Fig. 1: run 1, pin placement
Pins as bars across the die edge, other pins in gray.
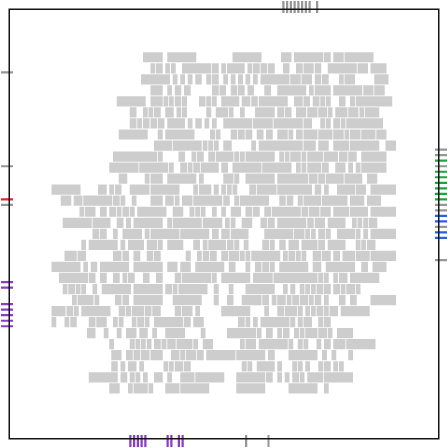
Fig. 2: run 1, routed clock nets over the placement
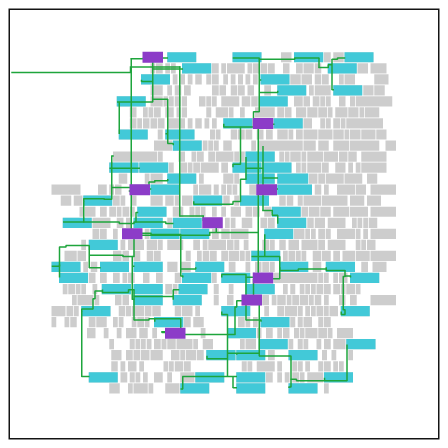
Fig. 3: run 1, I/O nets highlighted
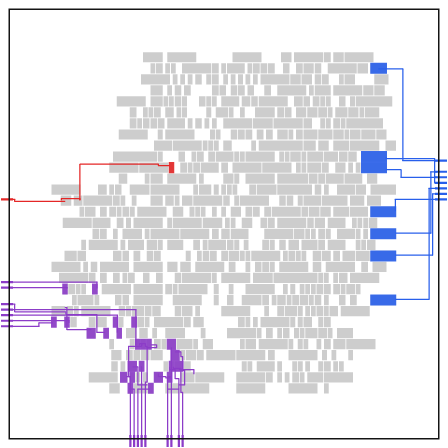
--- src/rtl/bcd_disp_pkg.sv ---
// Shared types and constants for the BCD conversion / seven-segment display block.
// Segment patterns are active-low, ordered {g,f,e,d,c,b,a}.
package bcd_disp_pkg;

  typedef enum logic [1:0] {
    IDLE = 2'd0,
    CONV = 2'd1,
    DONE = 2'd2
  } state_t;

  localparam int unsigned DIGITS  = 4;
  localparam int unsigned ITER    = 16;
  localparam int unsigned MAX_BCD = 9999;

  localparam logic [6:0] SEG_0     = 7'b1000000;
  localparam logic [6:0] SEG_1     = 7'b1111001;
  localparam logic [6:0] SEG_2     = 7'b0100100;
  localparam logic [6:0] SEG_3     = 7'b0110000;
  localparam logic [6:0] SEG_4     = 7'b0011001;
  localparam logic [6:0] SEG_5     = 7'b0010010;
  localparam logic [6:0] SEG_6     = 7'b0000010;
  localparam logic [6:0] SEG_7     = 7'b1111000;
  localparam logic [6:0] SEG_8     = 7'b0000000;
  localparam logic [6:0] SEG_9     = 7'b0010000;
  localparam logic [6:0] SEG_BLANK = 7'b1111111;

  // Double-dabble correction step: every BCD nibble >= 5 gets +3 before the shift.
  function automatic logic [15:0] add3_all(input logic [15:0] acc);
    logic [15:0] res;
    res = acc;
    for (int unsigned i = 0; i < DIGITS; i++) begin
      if (acc[i*4 +: 4] >= 4'd5)
        res[i*4 +: 4] = acc[i*4 +: 4] + 4'd3;
    end
    return res;
  endfunction

endpackage

--- src/rtl/bcd_to_seg7.sv ---
// BCD nibble to active-low seven-segment decoder with a blank override.
// Non-decimal nibbles decode to blank.
module bcd_to_seg7
  import bcd_disp_pkg::*;
(
  input  logic [3:0] digit,
  input  logic       blank,
  output logic [6:0] seg
);

  always_comb begin
    seg = SEG_BLANK;
    if (!blank) begin
      unique case (digit)
        4'd0:    seg = SEG_0;
        4'd1:    seg = SEG_1;
        4'd2:    seg = SEG_2;
        4'd3:    seg = SEG_3;
        4'd4:    seg = SEG_4;
        4'd5:    seg = SEG_5;
        4'd6:    seg = SEG_6;
        4'd7:    seg = SEG_7;
        4'd8:    seg = SEG_8;
        4'd9:    seg = SEG_9;
        default: seg = SEG_BLANK;
      endcase
    end
  end

endmodule

--- src/rtl/bcd_display_ctrl.sv ---
// Sequential 16-bit binary-to-BCD converter (one double-dabble iteration per clock)
// feeding a 4-digit multiplexed seven-segment display scanner.
module bcd_display_ctrl
  import bcd_disp_pkg::*;
#(
  parameter int unsigned SCAN_DIV = 50000,
  parameter int unsigned BLANK_LZ = 1
) (
  input  logic        clk,
  input  logic        rst,
  input  logic        in_valid,
  output logic        in_ready,
  input  logic [15:0] in_bin,
  output logic [15:0] bcd_out,
  output logic        bcd_valid,
  output logic        ovf,
  output logic [6:0]  seg,
  output logic [3:0]  an
);

  localparam int unsigned CW = (SCAN_DIV > 1) ? $clog2(SCAN_DIV) : 1;
  localparam logic [CW-1:0] CNT_MAX = CW'(SCAN_DIV - 1);

  state_t      state;
  logic [15:0] sr;
  logic [15:0] acc;
  logic [15:0] acc_adj;
  logic [3:0]  iter;
  logic        ovf_next;
  logic [15:0] disp;
  logic [15:0] operand;
  logic        accept;

  logic [CW-1:0] cnt;
  logic [1:0]    idx;
  logic [3:0]    zero_run;
  logic [3:0]    nibble;
  logic          digit_blank;

  assign in_ready = (state == IDLE);
  assign accept   = in_valid && in_ready;
  assign operand  = (in_bin > 16'(MAX_BCD)) ? 16'(MAX_BCD) : in_bin;
  assign acc_adj  = add3_all(acc);

  always_ff @(posedge clk) begin
    if (rst) begin
      state     <= IDLE;
      sr        <= '0;
      acc       <= '0;
      iter      <= '0;
      ovf_next  <= 1'b0;
      bcd_out   <= '0;
      bcd_valid <= 1'b0;
      ovf       <= 1'b0;
      disp      <= '0;
    end else begin
      bcd_valid <= 1'b0;
      unique case (state)
        IDLE: begin
          if (accept) begin
            sr       <= operand;
            acc      <= '0;
            iter     <= '0;
            ovf_next <= (in_bin > 16'(MAX_BCD));
            state    <= CONV;
          end
        end
        CONV: begin
          {acc, sr} <= {acc_adj, sr} << 1;
          iter      <= iter + 4'd1;
          if (iter == 4'(ITER - 1))
            state <= DONE;
        end
        DONE: begin
          bcd_out   <= acc;
          ovf       <= ovf_next;
          disp      <= acc;
          bcd_valid <= 1'b1;
          state     <= IDLE;
        end
        default: state <= IDLE;
      endcase
    end
  end

  always_ff @(posedge clk) begin
    if (rst) begin
      cnt <= '0;
      idx <= '0;
    end else if (cnt == CNT_MAX) begin
      cnt <= '0;
      idx <= idx + 2'd1;
    end else begin
      cnt <= cnt + 1'b1;
    end
  end

  // zero_run[i]: digit i and every digit above it are zero; digit 0 never blanks.
  always_comb begin
    zero_run[3] = (disp[15:12] == 4'd0);
    zero_run[2] = zero_run[3] && (disp[11:8] == 4'd0);
    zero_run[1] = zero_run[2] && (disp[7:4] == 4'd0);
    zero_run[0] = 1'b0;
  end

  assign nibble      = disp[idx*4 +: 4];
  assign digit_blank = (BLANK_LZ != 0) && zero_run[idx];
  assign an          = ~(4'b0001 << idx);

  bcd_to_seg7 u_dec (
    .digit (nibble),
    .blank (digit_blank),
    .seg   (seg)
  );

endmodule

--- config.mk ---
export PLATFORM = sky130hd
export DESIGN_NAME = bcd_display_ctrl
export DESIGN_NICKNAME = d
export VERILOG_FILES = /design/src/rtl/bcd_disp_pkg.sv /design/src/rtl/bcd_to_seg7.sv /design/src/rtl/bcd_display_ctrl.sv
export SDC_FILE = /design/constraint.sdc
export NUM_CORES = 1
export LEC_CHECK = 0
export ABC_AREA = 1
export CAP_MARGIN = 40
export CORE_MARGIN = 10
export CORE_UTILIZATION = 54
export CTS_CLUSTER_SIZE = 40
export DETAILED_ROUTE_END_ITERATION = 8
export DONT_BUFFER_PORTS = 1
export GPL_ROUTABILITY_DRIVEN = 0
export PLACE_DENSITY = 0.8
export SYNTH_ARGS = -nofsm -noshare
export SYNTH_HDL_FRONTEND = slang
export SYNTH_SLANG_ARGS = --single-unit
--- constraint.sdc ---
create_clock -name clk -period 1.9 [get_ports clk]
set_clock_uncertainty 0.2 [all_clocks]
set_input_delay 0.38 -clock clk [delete_from_list [all_inputs] [get_ports clk]]
set_output_delay 0.38 -clock clk [all_outputs]
set_load 0.02 [all_outputs]
==> results.txt, run 1 <==
Item: results of the latest flow run.

- The run finished, with violations left.
- The final reports fail on setup timing.
- The main area contributors are dfxtp_1, nand2_1, a21oi_1, nand3_1, ha_1.
- The total of max-cap violations is 0.
- Looking at the area split, the leading class of cells is combinational gates.
- The synth_stat.txt file lists the number of cells as 558.
- Entering global routing, the biggest net connects 33 pins.
- In this run the register-to-register setup slack is 0.18 ns.
- The non-clock buffering overhead in the final layout is 0.0680.
- The count of cell types in the netlist is 34.
- Once layout is complete, the cells apart from fillers number 693.
- Summing over the stages, the warning tally comes to 39.
- The core footprint is 7180 sq um.
- In this run the static leakage power is 1.93 nW.
- The layout report gives the register share of total cell area as 0.314.
- Of the total synthesized cell area, the portion taken by AND, OR, NAND and NOR gates is 0.299.
- Setup slack on the critical path of the routed design comes to -0.459 ns.
- The transition time of the tightest slew-check pin is 0.524 ns.
- The path length in cells of the critical path is 9.
- Per the finish-stage timing summary, setup violations number 7.
- The area of all placed cells without fillers is 4800 sq um.
## Picture notes: Fig. 1
legend:
  red:
    port: in_ready
    pins: 1
    direction: output
    edge: west
  blue:
    port: an
    pins: 4
    direction: output
    edge: east
  purple:
    port: in_bin
    pins: 16
    direction: input
    edge: 9 south, 7 west
  green:
    port: seg
    pins: 7
    direction: output
    edge: east
all pins by edge: 18 east, 11 south, 11 west, 9 north
vertical die size: 105 um
floorplan die width: 105 um
number of input and output port buffers inserted: 0

## Picture notes: Fig. 2
legend:
  green:
    item: clock wires
    length: 874 um
  purple:
    item: clock-net drivers
    count: 9
  cyan:
    item: flip-flops
    count: 75
routed clock nets: 10
power of the clock network: 1.50 mW
clock latency reported for the late side of the worst-skew pair: 0.34 ns
clock group share of total power: 0.446

## Picture notes: Fig. 3
legend:
  blue:
    port: seg
    bits: 7
    direction: output
    end_cells: 7
    buffers: 0
    wire: 171 um
  purple:
    port: in_bin
    bits: 16
    direction: input
    end_cells: 24
    buffers: 4
    wire: 383 um
  red:
    port: in_ready
    bits: 1
    direction: output
    end_cells: 1
    buffers: 1
    wire: 50.2 um

Fig. 4: run 1, cell placement
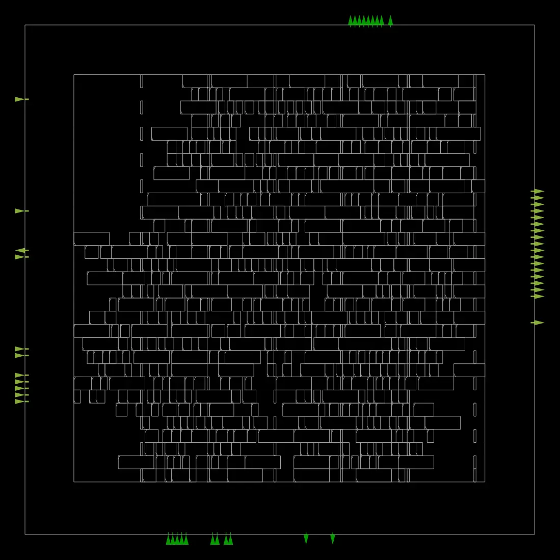

--- run 2 (diff from run 1) ---
--- a/config.mk
+++ b/config.mk
@@ -7,13 +7,14 @@
 export LEC_CHECK = 0
 export ABC_AREA = 1
 export CAP_MARGIN = 40
+export CORE_ASPECT_RATIO = 0.5
 export CORE_MARGIN = 10
 export CORE_UTILIZATION = 54
 export CTS_CLUSTER_SIZE = 40
 export DETAILED_ROUTE_END_ITERATION = 8
 export DONT_BUFFER_PORTS = 1
-export GPL_ROUTABILITY_DRIVEN = 0
 export PLACE_DENSITY = 0.8
+export SKIP_CTS_REPAIR_TIMING = 1
 export SYNTH_ARGS = -nofsm -noshare
 export SYNTH_HDL_FRONTEND = slang
 export SYNTH_SLANG_ARGS = --single-unit
Fig. 5: run 2, cell placement
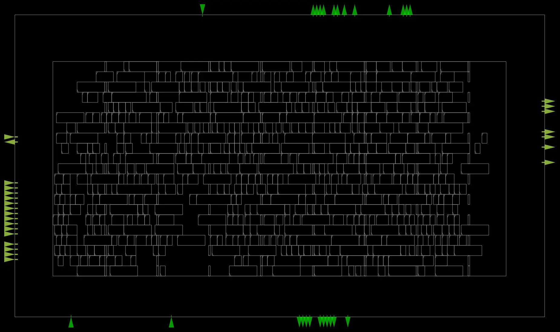
tapcell count: 92
register share of the cell area: 0.314
Core Footprint: 6880 sq um

==> run 2 against run 1 <==
The flow still finishes with violations (setup timing). Routed wire length is 2.9% higher. Worst setup slack better by 0.074 ns. Utilization is 2.7 points higher. Highest routed layer unchanged. Area after synthesis stayed put. Final area is 0.13% lower. Critical path type unchanged. Synthesized cell count stayed put. Sequential power hardly changed. Clock power hardly changed. Via count is 1.9% higher. Final cell count is 0.14% lower.
==> results.txt, run 2 <==
Item: results of the latest flow run.

- The DRC violation total left in the routed layout is recorded as 0.
- The final report gives the core utilization as 0.696.
- The chip area line in the Yosys stat output reads 3950 sq um.
- The horizontal die dimension is 141 um.
- The flow ran to the end, but the final reports show violations.
- According to the floorplan log, the row count is 21.
- The depth of the worst hold-timing path is 2.
- The clock group power is 1.53 mW.
- The cell type with the highest occurrence count on the critical path is nand3_2.
- For hold timing, the worst endpoint is sr[12].
- The total of max-cap violations is 0.
- The floorplan step set the die height to 80.5 um.
- The pin closest to its max-slew limit shows a slew of 0.501 ns.
- Per the Yosys statistics, synthesis produced 558 cells.
- The count of cell types in the netlist is 34.
- Of the total synthesized cell area, the portion taken by AND, OR, NAND and NOR gates is 0.299.
- For the completed layout, the total cell area is recorded as 4790 sq um.
- The layout has 583 filler cells.
- The design has 75 sequential cells.
- The checks that failed: setup timing.
- The leakage component of the power was reported as 1.99 nW.
- The share of total power dissipated in the clock network is 0.451.
- The pin count of the biggest net entering global routing is 33.
- The detailed-routed wire length on met2 is 4950 um.
- The number of port buffers is 0.
- The worst stage delay on the critical path is 0.42 ns.
- After the flow finishes, the layout carries non-filler instances totaling 692.
- Counting buffers and inverters, the worst setup path is 7 cells deep.
- The script computed the net switching share of total power as 0.244.
- The all-layer global routing usage is 0.172.
- Per STA, the worst path is made up of nand2_1, nand3_2, nand2_4, ha_1, nand3_2, nand3_1, nand3_2.
- The later pin in the worst-skew pair is clocked with a latency of 0.34 ns.
- The count of pins over their slew limit is 0.
- For this run, the final setup violation count is recorded as 7.
- Of all the cell area in the finished design, non-clock buffers hold 0.0799.
- Global route summary, busiest routing layer listed as met2.
- The final timing report gives a worst setup slack of -0.385 ns.
- The cell type taking the most area is combinational gates.
- After synthesis, the cell types taking the most area are dfxtp_1, nand2_1, a21oi_1, nand3_1, ha_1.
No activity file was given, so power comes from the tool's default toggle rates.
